## config.mk

```make
export PLATFORM = sky130hd
export DESIGN_NAME = machine_display_scheduler
export DESIGN_NICKNAME = d
export VERILOG_FILES = /design/src/rtl/machine_display_scheduler.sv
export SDC_FILE = /design/constraint.sdc
export NUM_CORES = 1
export LEC_CHECK = 0
export ABC_AREA = 1
export CORE_ASPECT_RATIO = 0.8
export CORE_UTILIZATION = 57
export DETAILED_ROUTE_END_ITERATION = 10
export PLACE_DENSITY = 0.85
export SYNTH_ARGS = -nofsm -noshare
export SYNTH_HDL_FRONTEND = slang
export SYNTH_SLANG_ARGS = --single-unit
```

## constraint.sdc

```tcl
create_clock -name system1000 -period 4.1 [get_ports system1000]
set_input_delay 0.615 -clock system1000 [delete_from_list [all_inputs] [get_ports system1000]]
set_output_delay 0.615 -clock system1000 [all_outputs]
set_load 0.02 [all_outputs]
```

## src/rtl/machine_display_scheduler.sv

```systemverilog
// -----------------------------------------------------------------------------
// machine_display_scheduler
//
// Shares one 4-digit 7-segment display between the four 32-bit machine output
// words. A 128-bit snapshot of the output bus is taken only at frame
// boundaries, so a frame never shows a mix of old and new data. The eight
// 16-bit halfwords of the snapshot are shown one page at a time, four hex
// digits per page. The page moves on automatically every PAGE_DIV frames
// unless page_hold is set.
//
// Ports
//   system1000       in   1    clock
//   system1000_rstn  in   1    asynchronous reset, active low
//   outputs          in   128  machine words; word w = outputs[32w+31:32w]
//   load_valid       in   1    producer offers a new outputs value
//   load_ready       out  1    snapshot accepts outputs this cycle
//   page_hold        in   1    freeze the current page
//   result           out  12   [11:8] digit enables (bit 8 = rightmost digit),
//                              [7:0] {dp,g,f,e,d,c,b,a}; all active low
// -----------------------------------------------------------------------------
module machine_display_scheduler #(
    parameter int SCAN_DIV = 1000,  // clock cycles each digit is driven (>= 2)
    parameter int PAGE_DIV = 1024   // frames per page before auto-advance (>= 1)
) (
    input  logic         system1000,
    input  logic         system1000_rstn,
    input  logic [127:0] outputs,
    input  logic         load_valid,
    output logic         load_ready,
    input  logic         page_hold,
    output logic [11:0]  result
);

    localparam int SCAN_W  = $clog2(SCAN_DIV);
    // PAGE_DIV == 1 would give a zero-width counter; keep one bit that stays 0.
    localparam int FRAME_W = (PAGE_DIV > 1) ? $clog2(PAGE_DIV) : 1;

    localparam logic [SCAN_W-1:0]  SCAN_LAST  = SCAN_W'(SCAN_DIV - 1);
    localparam logic [FRAME_W-1:0] FRAME_LAST = FRAME_W'(PAGE_DIV - 1);

    typedef enum logic {
        IDLE = 1'b0,
        SCAN = 1'b1
    } state_t;

    state_t               state;
    state_t               state_next;
    logic [127:0]         snapshot;
    logic [SCAN_W-1:0]    scan_cnt;
    logic [1:0]           digit;
    logic [FRAME_W-1:0]   frame_cnt;
    logic [2:0]           page;

    logic                 scan_wrap;
    logic                 frame_end;
    logic                 capture;
    logic [15:0]          halfword;
    logic [3:0]           nibble;
    logic [11:0]          result_next;

    // Hex digit to {g,f,e,d,c,b,a}, active low.
    function automatic logic [6:0] seg_decode(input logic [3:0] value);
        case (value)
            4'h0:    seg_decode = 7'h40;
            4'h1:    seg_decode = 7'h79;
            4'h2:    seg_decode = 7'h24;
            4'h3:    seg_decode = 7'h30;
            4'h4:    seg_decode = 7'h19;
            4'h5:    seg_decode = 7'h12;
            4'h6:    seg_decode = 7'h02;
            4'h7:    seg_decode = 7'h78;
            4'h8:    seg_decode = 7'h00;
            4'h9:    seg_decode = 7'h10;
            4'hA:    seg_decode = 7'h08;
            4'hB:    seg_decode = 7'h03;
            4'hC:    seg_decode = 7'h46;
            4'hD:    seg_decode = 7'h21;
            4'hE:    seg_decode = 7'h06;
            default: seg_decode = 7'h0E;
        endcase
    endfunction

    // The counters only run in SCAN; in IDLE they sit at their reset value.
    assign scan_wrap = (state == SCAN) && (scan_cnt == SCAN_LAST);
    assign frame_end = scan_wrap && (digit == 2'd3);

    // ------------------------------------------------------------------
    // FSM: state register
    // ------------------------------------------------------------------
    // NOTE: sequential state is written with <= so every flop samples the
    // pre-edge values, independent of block ordering.
    always_ff @(posedge system1000 or negedge system1000_rstn) begin
        if (!system1000_rstn) begin
            state <= IDLE;
        end else begin
            state <= state_next;
        end
    end

    // ------------------------------------------------------------------
    // FSM: next state and handshake
    // ------------------------------------------------------------------
    // NOTE: every output of this block is given a default first, so no path
    // leaves a value unassigned and no latch is inferred.
    always_comb begin
        state_next = state;
        load_ready = 1'b0;
        capture    = 1'b0;
        case (state)
            IDLE: begin
                load_ready = 1'b1;
                if (load_valid) begin
                    capture    = 1'b1;
                    state_next = SCAN;
                end
            end
            SCAN: begin
                // Only the last cycle of a frame may accept new data, so the
                // next frame starts cleanly on the new snapshot.
                load_ready = frame_end;
                capture    = load_valid && frame_end;
            end
            default: state_next = IDLE;
        endcase
    end

    // ------------------------------------------------------------------
    // Snapshot register
    // ------------------------------------------------------------------
    // NOTE: the snapshot is a plain register bank, not a RAM, so it is reset;
    // a reset must discard the previous machine state rather than redisplay it.
    always_ff @(posedge system1000 or negedge system1000_rstn) begin
        if (!system1000_rstn) begin
            snapshot <= '0;
        end else if (capture) begin
            snapshot <= outputs;
        end
    end

    // ------------------------------------------------------------------
    // Digit scan
    // ------------------------------------------------------------------
    always_ff @(posedge system1000 or negedge system1000_rstn) begin
        if (!system1000_rstn) begin
            scan_cnt <= '0;
            digit    <= 2'd0;
        end else if (state == SCAN) begin
            if (scan_wrap) begin
                scan_cnt <= '0;
                digit    <= digit + 2'd1;
            end else begin
                scan_cnt <= scan_cnt + 1'b1;
            end
        end
    end

    // ------------------------------------------------------------------
    // Frame counter and page selection
    // ------------------------------------------------------------------
    // The frame counter keeps running while the page is held, so releasing
    // the hold advances only at the next regular wrap.
    always_ff @(posedge system1000 or negedge system1000_rstn) begin
        if (!system1000_rstn) begin
            frame_cnt <= '0;
            page      <= 3'd0;
        end else if (frame_end) begin
            if (frame_cnt == FRAME_LAST) begin
                frame_cnt <= '0;
                if (!page_hold) begin
                    page <= page + 3'd1;
                end
            end else begin
                frame_cnt <= frame_cnt + 1'b1;
            end
        end
    end

    // ------------------------------------------------------------------
    // Display decode
    // ------------------------------------------------------------------
    // page = {word, half}, so halfword index equals page directly.
    assign halfword = snapshot[{page, 4'b0000} +: 16];
    assign nibble   = halfword[{digit, 2'b00} +: 4];

    always_comb begin
        result_next = 12'hFFF;
        if (state == SCAN) begin
            result_next[11:8] = ~(4'b0001 << digit);
            // Decimal point marks the upper halfword on the leftmost digit.
            result_next[7]    = !((digit == 2'd3) && page[0]);
            result_next[6:0]  = seg_decode(nibble);
        end
    end

    always_ff @(posedge system1000 or negedge system1000_rstn) begin
        if (!system1000_rstn) begin
            result <= 12'hFFF;
        end else begin
            result <= result_next;
        end
    end

endmodule
```

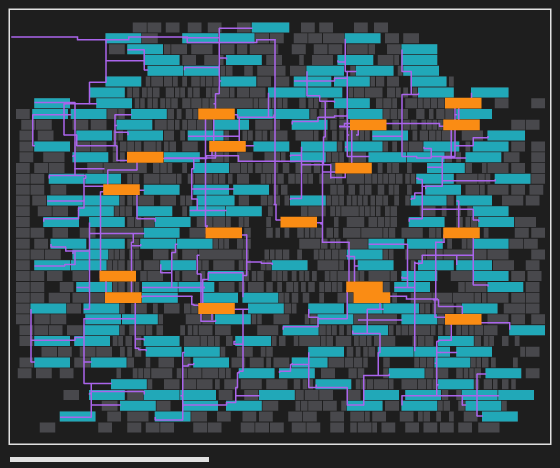
Fig. 1. Clock network drawn from the DEF.
Bar = 50 µm.
[clock drivers] orange | count: 17
[flip-flops] cyan | count: 166
[clock wires] purple | length: 1880 µm
routed clock nets: 18

==> GITHUB_STEP_SUMMARY <==
### Flow metrics

| Metric | Value |
|---|---|
| Top Consumer | registers |
| Post-layout util | roughly three quarters |
| Metal3 WL | around 1.4 mm |
| Clock Skews | between 0.008 and 0.009 ns |
| Reg-to-Reg End | page[1]$_DFFE_PN0P_ |
| Dpl ws | 1.289 ns |
| Crit path capture type | output port |
| Worst Max-Slew Pin Slew | ~1.2 ns |
| ClkCell Share | 6.612% |
| Sink Count | between 150 and 200 |
| Max Clk Rate | roughly 300 MHz |
| Area fraction in xor and xnor cells | 0.9639% |
| Rel. slew slack | 23.06% |
| Gr busiest metal | met2 |
| Total grt overflow | 0 |
| Top cell excl fill/tap | nand2_1 |
| Status | completed |
| Crit path max fanout | 19 |
| Via count | ~6.5k |
| TNS Setup | 0 ns |
| Flops | ~170 |
| Crit path launch | state$_DFF_PN0_ |
| RePlAce Congestion | 0.9287 |
| GR Util All Layers | about 29% |
| RR Startpoint | state$_DFF_PN0_ |
| And+or+nand+nor area frac | a little over a fifth |
| Core Rows | 38 |
| Routed met2 length | approximately 9 mm |
| Num CTS Buffers | 17 |
| Core area | 0.01379 mm² |
| Insertion delay at the late pin of the worst-skew pair | 0.43 ns |
| Cycle use final | about 80% |
| Dominant cell area share | between 40% and 50% |
| Wl on met1 | between 9 and 10 mm |
| Pre-Repair DR Iteration Count | 5 |
| Clk pwr share | a little over two fifths |
| CP Class | register to output port |
| Largest cell class | sequential cells |
| Slew Viols, Final | 0 |
| Synth unique cells | 33 |
| MI comb area | 0.003618 mm² |
| TAP cells | 180 |
| Grt met2 use | a little under half |
| Sequential Power Share | between 40 and 50% |
| Max Cap Viol | 0 |
| Yosys warns | 0 |
| Resized cells post-CTS | 0 |
| Die width | about 140 µm |
| DR iter-0 viols | 625 |
| GR Util met1 | roughly two fifths |
| Endpoints failing setup | 0 |
| Share of cells above drive strength 1 | a little under a fifth |
| CTS Hold Bufs | 0 |
| Area leader, netlist | dfrtp_1 |
| Aoi share | 2.264% |
| Final min period | about 3.3 ns |
| Internal Power | 0.003290 W |
| Logic Gate Count | approximately 570 |
| FP Core Util | about three fifths |
| Flop share of the area | about 40% |
| Vias in the first global route | 6355 |
| Synth cell count leaders | nand2_1 (215), dfrtp_1 (154), nand3_1 (125), mux2_2 (74), inv_1 (43) |
| Worst reg-to-reg setup slack | roughly 1.2 ns |
| Tool warning count | 38 |
| Syn Area/Cell | just under 10 µm² |
| Vias/cell | between 5 and 6 |
| Register share after synthesis | between 50% and 60% |
| IO Port Bufs | 144 |
| Area occupied by registers | around 0.0042 mm² |
| Detailed placement HPWL | roughly 13 mm |
| Post-Place Cells | approximately 1.1k |
| Initial antenna violation count | 0 |
| Commonest cells after routing, fill and taps aside | nand2_1 (215), dfrtp_1 (153), clkdlybuf4s50_1 (143) |
| WL final | approximately 20 mm |
| Switch Pwr | about 0.0011 W |
| N_diodes | 0 |
| Clk slew on worst S/H paths | 0.07 ns |
| Most used DFF post-synth | dfrtp_1 |
| First-pass GRT wire length | 32.42 mm |
| Adder and majority gate portion of the synthesized area | 1.989% |
| Sequential power | roughly 0.0019 W |
| Worst hold path class | primary input to async pin |
| Worst setup path end | load_ready |
| Mapped Cells | around 830 |
| Die Y | ~110 µm |
| Power after layout | roughly 0.0043 W |
| CTS Buffer Depth | 2 |
| Comb. pwr | 0.000585 W |
| Clock Buffer Count | 19 |
| Count of library flops with an enable pin | 0 |
| Invs w/o clock | 47 |
| CP arrival | approximately 2.7 ns |
| VDD IR-drop max | about 320 µV |
| Top cells by area | dfrtp_1 (47%), mux2_2 (10%), nand2_1 (9.9%) |
| Reg2Reg Depth | 7 |
| Post-synth ARST share | 100.0% |
| Syn nets | about 1000 |
| Yosys cell count | between 800 and 900 |
| WL/cell | roughly 18 µm |
| Leakage power | approximately 5 nW |
| Mux share | approximately 18% |
| Synthesized area | approximately 0.008 mm² |
| H-tree Lvls | 4 |
| Logic share of the area | about a third |
| Met3 global-route usage | under 10% |
| #FFs+latches synth | about 170 |
| Buffer count from post-CTS setup fixing | 0 |
| Chip Area | 0.01483 mm² |
| Switching Fraction | 24.21% |
| Largest net degree at the start of global routing | about 140 |
| Dominant combinational family | simple AND/OR/NAND/NOR gates |
| Layout Nets | 1097 |
| Most common cell in the netlist | nand2_1 |
| Fin cells | 1145 |
| CP Launch Type | register |
| Power per standard cell area | approximately 420 mW/mm² |
| RSZ-0062 raised after global routing | false |
| Combinational power share | between 10% and 20% |
| Hold Fails Final Rpt | 0 |
| CTS tree | done |
| I/O pin count | between 100 and 150 |
| Root buf cell | clkbuf_16 |
| Post-route antenna net violation count | 0 |
| Worst endpoint required time | 3.48 ns |
| Non-Clock Buffer Area Fraction | between 10% and 20% |
| Clk pwr | around 0.0019 W |
| Drt drc | 0 |
| Top layer in use | met4 |
| YS chip area | between 0.008 and 0.009 mm² |
| Fillers | slightly above 900 |
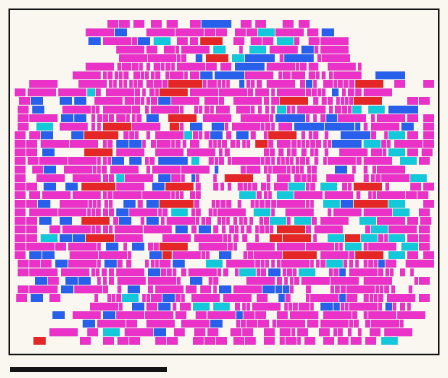
Fig. 2. Sizing map.
Bar = 50 µm.
[_6 and larger] red | cells: 31 | most used: clkbuf_16
[_0 and _1 cells] magenta | cells: 782 | most used: nand2_1
[_3 and _4 cells] cyan | cells: 48 | most used: mux2_4
[_2 cells] blue | cells: 104 | most used: mux2_2
post-route cell area: 0.01037 mm²
Area growth syn-to-layout: 26.80%
Setup WS post-layout: 0.8090 ns
buffers outside the clock class: 149

-- through the flow --
| stage | cell area (µm²) | hold slack [ns] |
|---|---|---|
| after floorplan | 8178 | 0.3194 |
| after global placement | 9684 | 0.4808 |
| after detailed placement | 9684 | 0.4863 |
| after CTS | 10370 | 0.3680 |
| after global routing | 10370 | 0.3956 |
| final | 10370 | 0.3134 |
-- worst max-delay path, stage by stage, from the launching register on --
cell             delay [ns]
dfrtp_1                0.76
nand2_2                0.15
nor3_2                 0.23
nand2_2                0.16
clkinv_2               0.14
nand2_4                0.09
nand2_4                0.10
clkdlybuf4s50_1        0.62
-- sequential cells by signal (all words and copies together) (netlist names) --
| name | flops |
|---|---|
| snapshot | 128 |
| result | 12 |
| frame_cnt | 10 |
| scan_cnt | 10 |
| page | 3 |
| digit | 2 |
| state | 1 |
Power is estimated from default activity; no workload was simulated.
